Design transmitter, sky130hd; sources not shown.
Figure 1. Metal 1.
Supply wires on this layer in gray.
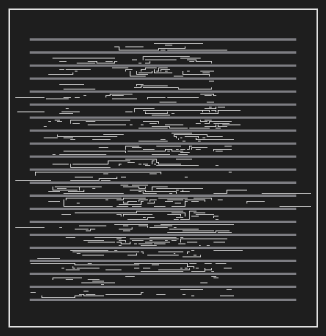
main direction: horizontal
nets with wire on the layer: 157
grt met1 use: 0.173
DRT Wirelength: 2650 microns
total number of vias: 997

Figure 2. Met2 routing.
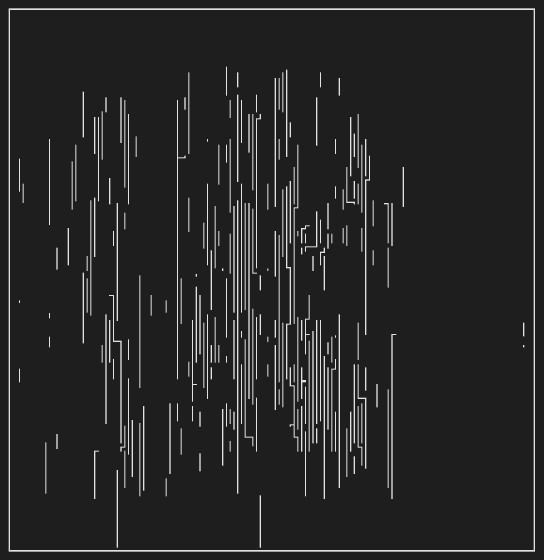
nets with wire on the layer: 141
main direction: vertical
longest straight run: 35.7 microns
M2 GR Usage: 0.252

Figure 3. The metal 3 layer.
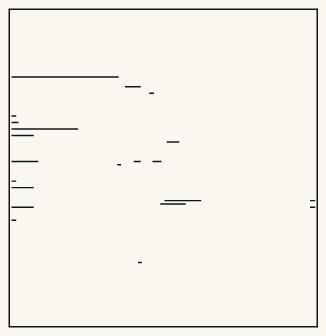
wire length on this layer: 80.5 microns
share of all routed wire: 3.0%
met3 Use GR: 0.0187

Figure 4. Wire density map.
Scale bar: 20 microns. 13 x 13 tiles, from dark purple (low) to yellow (high), scaled to the fullest tile. Values are wire area over tile area, all layers added.
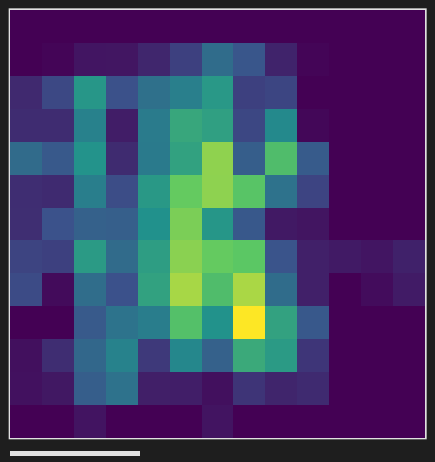
densest ninth of the die: center
nearly empty tiles: 34%
emptiest ninth of the die: north-east
tiles over half the peak: 17%
mean over tiles: 0.098
Avg WL per Cell: 13.6 microns
GR Util All Layers: 0.147

==> Slide: Implementation Results <==
Synthesis and Place & Route Summary

Status
  • Outcome: complete, no violations

Finish
  • Fin util: 0.558
  • Cell area after layout: about 1700 sq um
  • Post-Layout Cell Count: 195

Logic synthesis
  • Yosys stat cell total: ~130
  • Syn Nets: 147
  • Most instantiated cells after synthesis: dfrtp_1, ha_1, mux2_2
  • FF+latch count, synth: 24
  • Warnings, synthesis: 0
  • Top cells by area: dfrtp_1, ha_1, mux2_4
  • Count leader, synth: dfrtp_1
  • Cell taking the most area after synthesis: dfrtp_1
  • Top-area cell share: 0.420

Placed design
  • I/O Buffers: 13
  • Place WS: -0.0698 ns

Floorplan
  • Die y size: between 60 and 70 microns
  • Core area: 3030 sq um

Worst setup path
  • WS Path Type: register to register

Drt
  • WL met2: 1280 microns
  • Drt via density: just over 5
  • ANT nets after route: 0
  • Pre-antenna DRT Iters: 4

STA
  • Final Cycle Share: 0.969
  • Finish-stage setup viols: 0
  • Fmax achieved: around 0.50 GHz
  • Final TNS setup: 0 ns
  • Final Worst Setup Slack: between 0.06 and 0.07 ns

Global route
  • Vias in the first global route: 1084
  • Overflow after GRT: 0

CTS
  • # H-tree levels: 1
  • Post-CTS Hold Fix Bufs: 0
[layer usage]
metal  vias to the layer above  track usage
met5                         -            0
met4                         0       0.0970
met3                         7       0.0187
met2                        23        0.252
met1                       482        0.173
li1                        485            -
[placed cells by master, fill, tap and decap left out, drive strengths merged]
cell type / netlist / final
a21oi: 7 / 7
xnor2: 1 / 1
ha: 11 / 11
clkdlybuf4s50: 0 / 13
nor2b: 2 / 2
dfstp: 1 / 1
buf: 2 / 13
nand3: 5 / 5
dfrtp: 23 / 23
xor2: 1 / 1
o21ai: 5 / 5
o21a: 2 / 2
a31oi: 1 / 1
a22o: 1 / 1
nor2: 9 / 9
or4: 1 / 1
or3: 1 / 1
a21o: 1 / 1
clkbuf: 2 / 4
inv: 7 / 7
and3b: 1 / 1
mux2: 18 / 18
mux2i: 2 / 2
nor3: 7 / 7
nand2b: 2 / 2
or2: 1 / 1
nand2: 8 / 8
nand3b: 2 / 2
a221oi: 1 / 1
[worst max-delay path, cell delays in order, from the launching register on]
cell	delay, ns
dfrtp_1	0.40
inv_1	0.06
ha_2	0.21
nand3b_4	0.09
or4_4	0.52
a22o_4	0.29
mux2_4	0.31
[power breakdown]
part	switching, W	total, W	internal [W]
logic	0.0000163	0.0000504	0.0000341
registers	0.00000475	0.000486	0.000481
clock network	0.000149	0.000225	0.0000764
[timing repair]
item	4_1_cts	5_1_grt
gates resized	2	6
endpoints found under the hold margin	0	0
buffers inserted	0	1
endpoints found under the setup margin	8	11
[cell type report]
type                    instances  area, sq um
clock buffers                   4         26.3
fillers                       265         1340
inverters                       7         26.3
multi-input cells              90          753
flip-flops and latches         24          602
well taps                      44         55.1
repair buffers                 26          228
